run_1/ff_map.png
Other sequential cells in the stronger gray, the rest of the logic in the fainter gray.
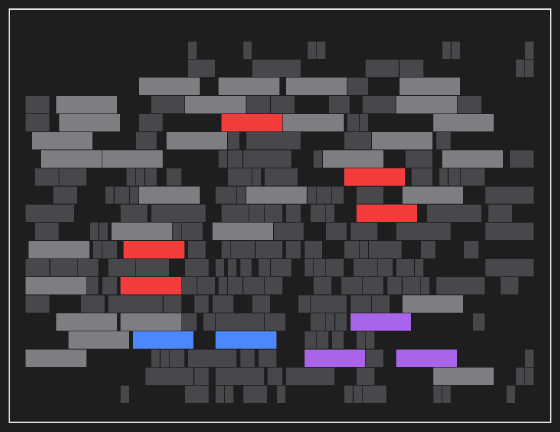
run_1/congestion_map.png
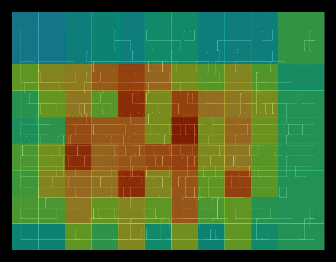
run_1/sizing.png
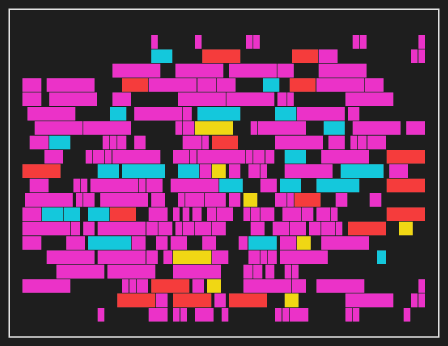
==> config.mk <==
export PLATFORM = sky130hd
export DESIGN_NAME = irq_controller_flat
export DESIGN_NICKNAME = d
export VERILOG_FILES = /design/src/rtl/irq_controller_if.sv /design/src/rtl/irq_controller.sv /design/src/flat_wrapper.sv
export SDC_FILE = /design/constraint.sdc
export NUM_CORES = 1
export LEC_CHECK = 0
export CORE_ASPECT_RATIO = 0.75
export CORE_MARGIN = 2
export CORE_UTILIZATION = 48
export CTS_CLUSTER_DIAMETER = 40
export DETAILED_ROUTE_END_ITERATION = 10
export PLACE_DENSITY = 0.88
export SYNTH_ARGS = -nofsm -noshare
export SYNTH_HDL_FRONTEND = slang
export SYNTH_SLANG_ARGS = --single-unit
==> constraint.sdc <==
create_clock -name clk -period 3.7 [get_ports clk]
set_input_delay 0.74 -clock clk [delete_from_list [all_inputs] [get_ports clk]]
set_output_delay 0.74 -clock clk [all_outputs]
set_load 0.1 [all_outputs]
==> src/rtl/irq_controller_if.sv <==
// irq_controller_if
//   Bus between the interrupt controller and core0 / configuration master.
//   Signals:
//     i_cfg_we     register write strobe (one cycle)
//     i_cfg_addr   register select: 0 MASK, 1 EDGE, 2 PENDING, 3 STATUS
//     i_cfg_wdata  register write data
//     o_cfg_rdata  combinational read data of the addressed register
//     o_int_req    interrupt request to the core
//     o_int_id     index of the requested / in-service line
//     i_int_ack    core accepts the current request
//     i_eoi        core signals end of interrupt
//   Modports: master = core / config side, slave = irq_controller.
interface irq_controller_if;
  logic        i_cfg_we;
  logic [1:0]  i_cfg_addr;
  logic [31:0] i_cfg_wdata;
  logic [31:0] o_cfg_rdata;
  logic        o_int_req;
  logic [2:0]  o_int_id;
  logic        i_int_ack;
  logic        i_eoi;

  modport master (
    output i_cfg_we, i_cfg_addr, i_cfg_wdata, i_int_ack, i_eoi,
    input  o_cfg_rdata, o_int_req, o_int_id
  );

  modport slave (
    input  i_cfg_we, i_cfg_addr, i_cfg_wdata, i_int_ack, i_eoi,
    output o_cfg_rdata, o_int_req, o_int_id
  );
endinterface

==> src/rtl/irq_controller.sv <==
// irq_controller
//   Synchronizes raw interrupt lines, captures them per line in edge or
//   level mode, masks them, picks the lowest-index candidate and runs a
//   request / acknowledge / end-of-interrupt handshake with core0.
//   Ports:
//     clk             system clock, rising edge
//     reset           asynchronous active-low reset
//     i_interruption  raw asynchronous interrupt lines [NUM_IRQ-1:0]
//     bus             irq_controller_if.slave (config registers + handshake)
module irq_controller #(
  parameter int NUM_IRQ     = 5,
  parameter int SYNC_STAGES = 2
) (
  input  logic               clk,
  input  logic               reset,
  input  logic [NUM_IRQ-1:0] i_interruption,
  irq_controller_if.slave    bus
);

  typedef enum logic [1:0] {IDLE = 2'd0, REQ = 2'd1, SERVICE = 2'd2} state_t;

  state_t state, state_next;

  logic [SYNC_STAGES-1:0][NUM_IRQ-1:0] sync_q;
  logic [NUM_IRQ-1:0] synced, prev, rise;
  logic [NUM_IRQ-1:0] mask, edge_mode;
  logic [NUM_IRQ-1:0] pending, pending_next;
  logic [NUM_IRQ-1:0] in_service, in_service_next;
  logic [NUM_IRQ-1:0] cand, id_oh, wdata_n;
  logic [2:0]         id, id_next, cand_id;
  logic               wr_mask, wr_edge, wr_pend, ack_fire;
  logic [31:0]        rdata;
  logic               unused_wdata;

  assign wdata_n      = bus.i_cfg_wdata[NUM_IRQ-1:0];
  assign unused_wdata = ^bus.i_cfg_wdata[31:NUM_IRQ];
  assign wr_mask      = bus.i_cfg_we && (bus.i_cfg_addr == 2'd0);
  assign wr_edge      = bus.i_cfg_we && (bus.i_cfg_addr == 2'd1);
  assign wr_pend      = bus.i_cfg_we && (bus.i_cfg_addr == 2'd2);

  assign synced   = sync_q[SYNC_STAGES-1];
  assign rise     = synced & ~prev;
  assign cand     = pending & mask;
  assign ack_fire = (state == REQ) && bus.i_int_ack;

  // One-hot of the latched id, and lowest-index candidate (line 0 wins).
  always_comb begin
    id_oh   = '0;
    cand_id = '0;
    for (int k = 0; k < NUM_IRQ; k++) begin
      id_oh[k] = (id == 3'(k));
    end
    for (int k = NUM_IRQ - 1; k >= 0; k--) begin
      if (cand[k]) cand_id = 3'(k);
    end
  end

  // A change of mode drops the pending bit for one cycle so it is rebuilt
  // from scratch under the new mode. In edge mode a new edge beats W1C/ack.
  always_comb begin
    pending_next = pending;
    for (int k = 0; k < NUM_IRQ; k++) begin
      if (wr_edge && (wdata_n[k] != edge_mode[k])) begin
        pending_next[k] = 1'b0;
      end else if (edge_mode[k]) begin
        pending_next[k] = rise[k] |
          (pending[k] & ~((ack_fire & id_oh[k]) | (wr_pend & wdata_n[k])));
      end else begin
        pending_next[k] = synced[k];
      end
    end
  end

  always_comb begin
    state_next      = state;
    id_next         = id;
    in_service_next = in_service;
    case (state)
      IDLE: begin
        if (|cand) begin
          id_next    = cand_id;
          state_next = REQ;
        end
      end
      REQ: begin
        // Ack wins over a simultaneous withdrawal.
        if (bus.i_int_ack) begin
          in_service_next = in_service | id_oh;
          state_next      = SERVICE;
        end else if (!(|(mask & id_oh)) || !(|(pending & id_oh))) begin
          id_next    = '0;
          state_next = IDLE;
        end
      end
      SERVICE: begin
        if (bus.i_eoi) begin
          in_service_next = in_service & ~id_oh;
          id_next         = '0;
          state_next      = IDLE;
        end
      end
      default: begin
        id_next    = '0;
        state_next = IDLE;
      end
    endcase
  end

  always_ff @(posedge clk or negedge reset) begin
    if (!reset) begin
      sync_q     <= '0;
      prev       <= '0;
      mask       <= '0;
      edge_mode  <= '0;
      pending    <= '0;
      in_service <= '0;
      id         <= '0;
      state      <= IDLE;
    end else begin
      sync_q     <= {sync_q[SYNC_STAGES-2:0], i_interruption};
      prev       <= synced;
      pending    <= pending_next;
      in_service <= in_service_next;
      id         <= id_next;
      state      <= state_next;
      if (wr_mask) mask      <= wdata_n;
      if (wr_edge) edge_mode <= wdata_n;
    end
  end

  always_comb begin
    rdata = '0;
    case (bus.i_cfg_addr)
      2'd0: rdata[NUM_IRQ-1:0] = mask;
      2'd1: rdata[NUM_IRQ-1:0] = edge_mode;
      2'd2: rdata[NUM_IRQ-1:0] = pending;
      default: begin
        rdata[NUM_IRQ-1:0] = in_service;
        rdata[10:8]        = id;
        rdata[13:12]       = state;
      end
    endcase
  end

  assign bus.o_cfg_rdata = rdata;
  assign bus.o_int_req   = (state == REQ);
  assign bus.o_int_id    = id;

endmodule

==> src/flat_wrapper.sv <==
// flat-port wrapper written by rule: the top's interface ports become plain ports
module irq_controller_flat 
#(
  parameter int NUM_IRQ     = 5,
  parameter int SYNC_STAGES = 2
)
  (clk, reset, i_interruption, bus_i_cfg_we, bus_i_cfg_addr, bus_i_cfg_wdata, bus_i_int_ack, bus_i_eoi, bus_o_cfg_rdata, bus_o_int_req, bus_o_int_id);
  irq_controller_if bus_i ();
  input  logic clk;
  input  logic reset;
  input  logic [NUM_IRQ-1:0] i_interruption;
  input wire logic [$bits(bus_i.i_cfg_we)-1:0] bus_i_cfg_we;
  input wire logic [$bits(bus_i.i_cfg_addr)-1:0] bus_i_cfg_addr;
  input wire logic [$bits(bus_i.i_cfg_wdata)-1:0] bus_i_cfg_wdata;
  input wire logic [$bits(bus_i.i_int_ack)-1:0] bus_i_int_ack;
  input wire logic [$bits(bus_i.i_eoi)-1:0] bus_i_eoi;
  output wire logic [$bits(bus_i.o_cfg_rdata)-1:0] bus_o_cfg_rdata;
  output wire logic [$bits(bus_i.o_int_req)-1:0] bus_o_int_req;
  output wire logic [$bits(bus_i.o_int_id)-1:0] bus_o_int_id;
  assign bus_i.i_cfg_we = bus_i_cfg_we;
  assign bus_i.i_cfg_addr = bus_i_cfg_addr;
  assign bus_i.i_cfg_wdata = bus_i_cfg_wdata;
  assign bus_i.i_int_ack = bus_i_int_ack;
  assign bus_i.i_eoi = bus_i_eoi;
  assign bus_o_cfg_rdata = bus_i.o_cfg_rdata;
  assign bus_o_int_req = bus_i.o_int_req;
  assign bus_o_int_id = bus_i.o_int_id;
  irq_controller #(.NUM_IRQ(NUM_IRQ), .SYNC_STAGES(SYNC_STAGES)) u_core (.clk(clk), .reset(reset), .i_interruption(i_interruption), .bus(bus_i));
endmodule
==> deck_impl_summary.md, run 1 <==
Run Summary

Synthesis
  – Post-synth EDFFs: 0
  – Flops out of synthesis: 40
  – Post-synthesis compound-gate area fraction: 14.0%
  – Chip Area, Yosys: 0.00214 mm^2
  – Top cells, area: dfrtp_1 (47%), buf_4 (7.7%), mux2_2 (5.3%), mux4_2 (5.3%), nand2_1 (3.2%)
  – Unique cell types: 43
  – Synth logic family: simple AND/OR/NAND/NOR gates
  – Synth top cells by count: dfrtp_1 (40), buf_4 (22), nand2_1 (18), mux2_2 (10), o21ai_0 (10)
  – Post-synth seq share: 46.8%
  – Synth area leader: dfrtp_1
  – Count leader, synth: dfrtp_1
  – Share of flip-flops with an asynchronous set or reset: 100%
  – Synth Area in Simple Gates: 16.2%
  – Synth warnings: 0
  – Synth mux share: 11.9%

Global routing
  – Remaining Overflow, GRT: 0
  – Vias in the first global route: 1,451
  – Largest net degree at the start of global routing: 41
  – First-pass GRT wire length: 7200 um
  – Met2 Resource Use GR: 30.0%

Cells and area
  – Largest cell class by area: sequential cells
  – Final instance area: 0.00256 mm^2
  – Non-clock buffer share: 15.7%
  – Synthesis-to-layout area growth: 19.8%
  – Registers: 40
  – Logic cell area: 985 um^2
  – Clock Buffer Count: 7
  – Final antenna diode count: 0
  – ClkCell Share: 3.66%
  – Share of cell area taken by multi-input logic gates: 38.4%
  – Layout Cells excl Fill: 276
  – Share of post-route cells with drive strength above 1: 20.4%
  – Layout net count: 264

Final timing
  – Slew Limit Headroom: 36.0%
  – Hold slack final: 0.352 ns
  – F_max: 337 MHz
  – Cycle use final: 80.2%
  – Crit path setup slack, layout: 0.734 ns
  – Fin. Hold Viols: 0
  – Slew Limit Fails: 0
  – Post-Route Setup TNS: 0 ns
  – RSZ-0062 raised after global routing: no
  – Worst-Margin Slew: 0.956 ns
  – Final setup fails: 0

Placement
  – Placed cell area: 0.00247 mm^2
  – Cell total after placement: 268
  – Setup slack after placement: 0.726 ns
  – Final Wtd Congestion: 0.908
  – PortBufs: 30

Die
  – # rows: 20
  – Die area: 0.00501 mm^2
  – Floorplan core density: 51.5%
  – Core ar.: 0.00415 mm^2
  – Tapcells: 55
  – Die Span Y: 61.8 um

Power
  – Power, Total: 1.75 mW
  – Pleak: 1.10 nW
  – Clock group power: 301 uW
  – Switching Power: 812 uW
  – Reg power frac: 35.9%
  – Pwr dens: 684 mW/mm^2
  – Combinational group power: 822 uW
  – Worst VDD drop: 317 uV
  – Clock Power Share: 17.2%

CTS
  – CTS tree: yes
  – Total CTS buffers: 5
  – CTS H-Tree Depth: 2
  – CTS sink cnt: 40
  – Hold-fix buffers at CTS: 0
  – Post-CTS Setup Inserts: 0
  – Root buffer cell: clkbuf_8
  – Latency at later pin: 0.29 ns

Run
  – Max-Cap Viols: 0
  – Tool Warnings: 53

Drt
  – DR top layer: met4
  – Wirelength per Cell: 15.8 um
  – WL final: 4370 um
  – DR WL met2: 2040 um
  – WL met3: 286 um

Setup path
  – Flop2flop setup slack: 1.83 ns
  – Crit path capture type: primary output
  – Crit path kind: in2out
  – Startpoint types: input pin
  – Reg2reg start: u_core.bus.o_int_id[0]
  – Critical Path Sink: bus_o_cfg_rdata[0]
  – Reg2reg end: u_core.pending[3]
  – Crit path DRT: 2.96 ns
  – CP Data Arrival Time: 2.23 ns

Worst hold path
  – Hold depth: 0
  – Hold EP: u_core.synced[1]
  – Hold_sp: u_core.sync_q[1]

Run status
  – Outcome: finished clean
Back to the opening pictures, ff_map.png:
| color | name in the netlist | placed flops |
|---|---|---|
| red | `u_core.mask` | 5 |
| purple | `u_core.bus.o_int_id` | 3 |
| blue | `u_core.state` | 2 |
not colored: 30
final core utilization: 61.7%
flop share of the area: 39.1%
Power Sequential: 630 uW
FF/Latch Area: 0.00100 mm^2

Back to the opening pictures, congestion_map.png:
M1 GR Usage: 27.9%
Tot GR Track Use: 19.6%
M3 GR Usage: 6.36%
busiest grt layer: met2

Back to the opening pictures, sizing.png:
| color | size | cells |
|---|---|---|
| cyan | x2 | 21 |
| magenta | x1 and smaller | 176 |
| red | x6 and larger | 16 |
| yellow | x3 and x4 | 8 |

-- run 1: placed cells by master (no fill, tap or decap), drive strengths merged, types with 2 or more instances in the layout --
| cell type | n |
|---|---|
| nor2 | 6 |
| clkdlybuf4s50 | 16 |
| mux4 | 5 |
| o211ai | 3 |
| mux2i | 3 |
| or3 | 3 |
| inv | 3 |
| dfrtp | 40 |
| or3b | 5 |
| o221ai | 2 |
| conb | 22 |
| and3 | 9 |
| nand3b | 5 |
| a21oi | 5 |
| buf | 16 |
| o31ai | 3 |
| a32o | 4 |
| nand2b | 3 |
| nand2 | 18 |
| clkbuf | 7 |
| o32ai | 2 |
| mux2 | 10 |
| o22ai | 5 |
| o21ai | 10 |
-- run 1: critical path, stage by stage --
cell             delay, ns
clkdlybuf4s50_1       0.64
buf_4                 0.27
mux4_2                0.37
buf_12                0.19
run_1/class_map.png
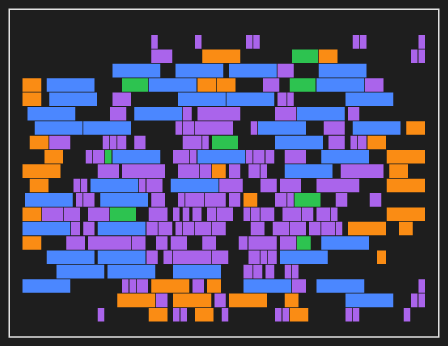

==> run 2, diff against run 1 <==
Settings changed: CORE_UTILIZATION 48 to 40, PLACE_DENSITY 0.88 to 0.78.
Clock period 3.7 ns to 2.7 ns, I/O delays scaled along.
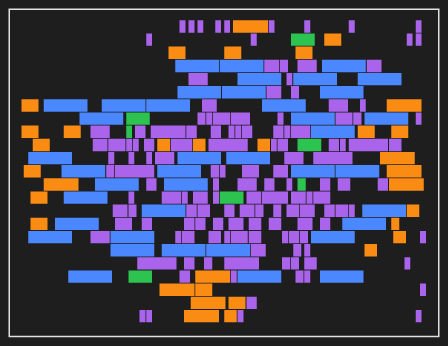
run_2/class_map.png
| color | class | cells |
|---|---|---|
| green | clock drivers and dummy loads | 7 |
| orange | remaining buffers and delay cells | 33 |
| blue | registers | 40 |
| purple | remaining logic cells | 141 |

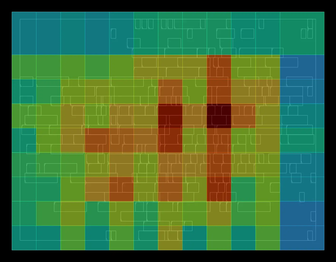
run_2/congestion_map.png
busiest grt layer: met1
Tot GR Track Use: 16.6%
Wirelength per Cell: 14.6 um
M3 GR Usage: 4.40%
final core utilization: 49.2%

==> deck_impl_summary.md, run 2 <==
Run Summary

Cells and area
  – Bufs w/o clock: 33
  – Largest cell class by area: sequential cells
  – Inverters: 3
  – Layout Cells excl Fill: 296 (+7.2%)
  – Top Layout Cells: dfrtp_1 (40), conb_1 (22), nand2_1 (18)
  – Clock Buffer Count: 6 (-1)
  – Logic Gate Count: 138
  – Registers: 40 (unchanged)
  – Share of cell area taken by multi-input logic gates: 38.3% (-0.18 points)
  – Final instance area: 0.00258 mm^2 (+0.59%)
  – Synthesis-to-layout area growth: 20.5%
  – Logic cell area: 986 um^2 (+0.13%)
  – FF/Latch Area: 0.00100 mm^2 (unchanged)
  – Fill count: 482
  – ClkCell Share: 3.01% (-0.65 points)
  – Non-clock buffer share: 15.8% (+0.10 points)
  – Layout net count: 265 (+0.38%)
  – Flop share of the area: 38.8% (-0.23 points)
  – Final antenna diode count: 0 (unchanged)
  – Share of post-route cells with drive strength above 1: 21.3% (+0.90 points)
  – Most numerous logic cell after layout: dfrtp_1

Synthesis
  – Syn_area_per_cell: 11.2 um^2
  – Post-synth seq share: 46.8% (unchanged)
  – Netlist Area Pre-Place: 0.00214 mm^2
  – FA/HA/MAJ Cells, Area Fraction: 0%
  – Unique cell types: 43 (unchanged)
  – Share of flip-flops with an asynchronous set or reset: 100% (unchanged)
  – Post-synthesis compound-gate area fraction: 14.0% (unchanged)
  – Synth warnings: 0 (unchanged)
  – Top cells, area: dfrtp_1 (47%), buf_4 (7.7%), mux2_2 (5.3%), mux4_2 (5.3%), nand2_1 (3.2%)
  – Synth Area in Simple Gates: 16.2% (unchanged)
  – Synth logic family: simple AND/OR/NAND/NOR gates
  – Area fraction in xor and xnor cells: 0%
  – Count leader, synth: dfrtp_1
  – Post-synth EDFFs: 0 (unchanged)
  – Flops out of synthesis: 40 (unchanged)
  – Yosys Instances: 191
  – Chip Area, Yosys: 0.00214 mm^2 (unchanged)
  – Top FF cell, synth: dfrtp_1
  – Gate Count Post-Synth: 191
  – Synth top cells by count: dfrtp_1 (40), buf_4 (22), nand2_1 (18), mux2_2 (10), o21ai_0 (10)
  – Synth area leader: dfrtp_1
  – Top cell area share: 46.8%
  – Synth mux share: 11.9% (unchanged)

Setup path
  – Crit path kind: in2out
  – Crit-path leading delay family: buffers and inverters
  – CP cell instances: clkdlybuf4s50_1, buf_4, mux4_2, buf_12
  – Critical path buffers and inverters: 3 (unchanged)
  – CP Data Arrival Time: 2.01 ns (-0.22 ns)
  – Startpoint types: input pin
  – Highest fanout seen on the critical path: 12
  – Max incr delay on CP: 0.66 ns (+0.02 ns)
  – Crit path capture type: primary output
  – Max stage delay cell, worst path: clkdlybuf4s50_1
  – Crit path DRT: 2.16 ns (-0.80 ns)

Placement
  – Setup slack after placement: 0.144 ns (-0.582 ns)
  – Final Wtd Congestion: 0.864 (-4.8%)
  – Placed cell area: 0.00250 mm^2 (+1.3%)
  – Cell total after placement: 289 (+7.8%)
  – Dpl hpwl: 3140 um
  – PortBufs: 30 (unchanged)

CTS
  – CTS sink cnt: 40 (unchanged)
  – Root buffer cell: clkbuf_8
  – Hold-fix buffers at CTS: 0 (unchanged)
  – Total CTS buffers: 5 (unchanged)
  – Post-CTS Setup Inserts: 0 (unchanged)
  – CTS tree: yes
  – Worst-path clk slew: 0.08 ns
  – Post-CTS sizing: 0
  – CTS H-Tree Depth: 2 (unchanged)
  – Latency at later pin: 0.30 ns (about the same)
  – Clk buf depth: 2

Final timing
  – Hold slack final: 0.346 ns (-0.00621 ns)
  – Worst-Margin Slew: 0.860 ns (-0.0958 ns)
  – Fin. Hold Viols: 0 (unchanged)
  – Worst clock skew: 0.00512 ns
  – Post-Route Setup TNS: 0 ns (unchanged)
  – Post-route minimum period: 2.55 ns
  – Final setup fails: 0 (unchanged)
  – RSZ-0062 raised after global routing: no
  – F_max: 392 MHz
  – Slew Limit Fails: 0 (unchanged)
  – Cycle use final: 94.6%
  – Slew Limit Headroom: 42.6% (+6.6 points)
  – Crit path setup slack, layout: 0.146 ns (-0.588 ns)

Power
  – Worst VDD drop: 358 uV (+13%)
  – Pwr dens: 917 mW/mm^2 (+34%)
  – Power, Total: 2.36 mW (+35%)
  – Pleak: 1.10 nW (+0.26%)

Die
  – Die area: 0.00595 mm^2 (+19%)
  – # rows: 23 (+15%)
  – Io pins: 80
  – Tapcells: 75 (+36%)
  – Die width: 88.4 um
  – Die Span Y: 67.3 um (+8.9%)
  – Floorplan core density: 40.8% (-11 points)
  – Core ar.: 0.00524 mm^2 (+26%)

Worst hold path
  – Hold Path Class: in2async

Drt
  – Detailed-route DRC error count: 0
  – Drt pass-1 iters: 4
  – Via/cell ratio: 5.39
  – Via count: 1,594
  – DRT iter0 DRCs: 149
  – DRT antenna net count: 0
  – WL final: 4310 um (-1.4%)

Global routing
  – Initial antenna violation count: 0
  – Vias in the first global route: 1,493 (+2.9%)
  – First-pass GRT wire length: 7470 um (+3.6%)
  – Remaining Overflow, GRT: 0 (unchanged)
  – Largest net degree at the start of global routing: 41 (unchanged)

Run
  – Max-Cap Viols: 0 (unchanged)
  – Tool Warnings: 53 (unchanged)

Run status
  – Outcome: finished clean
## run 2: path summary, 6_finish.rpt
check	end	slack (ns)	depth (start not counted)	startpoint
max	bus_o_cfg_rdata[4]	0.15	4	bus_i_cfg_addr[1]
min	async pin	0.35	1	reset
max reg2reg	u_core.pending[3]	0.84	4	u_core.bus.o_int_id[0]
min in group clk	u_core.synced[3]	0.35	0	u_core.sync_q[3]
max in group asynchronous	u_core.prev[4]	1.81	1	reset
min reg2reg	u_core.synced[3]	0.35	0	u_core.sync_q[3]
## run 2: report_power, final
group	internal, mW	switching (mW)
registers	0.712	0.154
logic	0.370	0.751
clock network	0.176	0.203
total	1.26	1.11
## run 2: layer usage
layer	GRT usage, %	vias up	routed length (um)
met5	0	-	0
met4	7.39	0	74
met3	4.40	8	378
met2	23.3	68	1900
met1	24.0	791	1960
li1	-	727	-
Power and IR drop assume default switching activity.
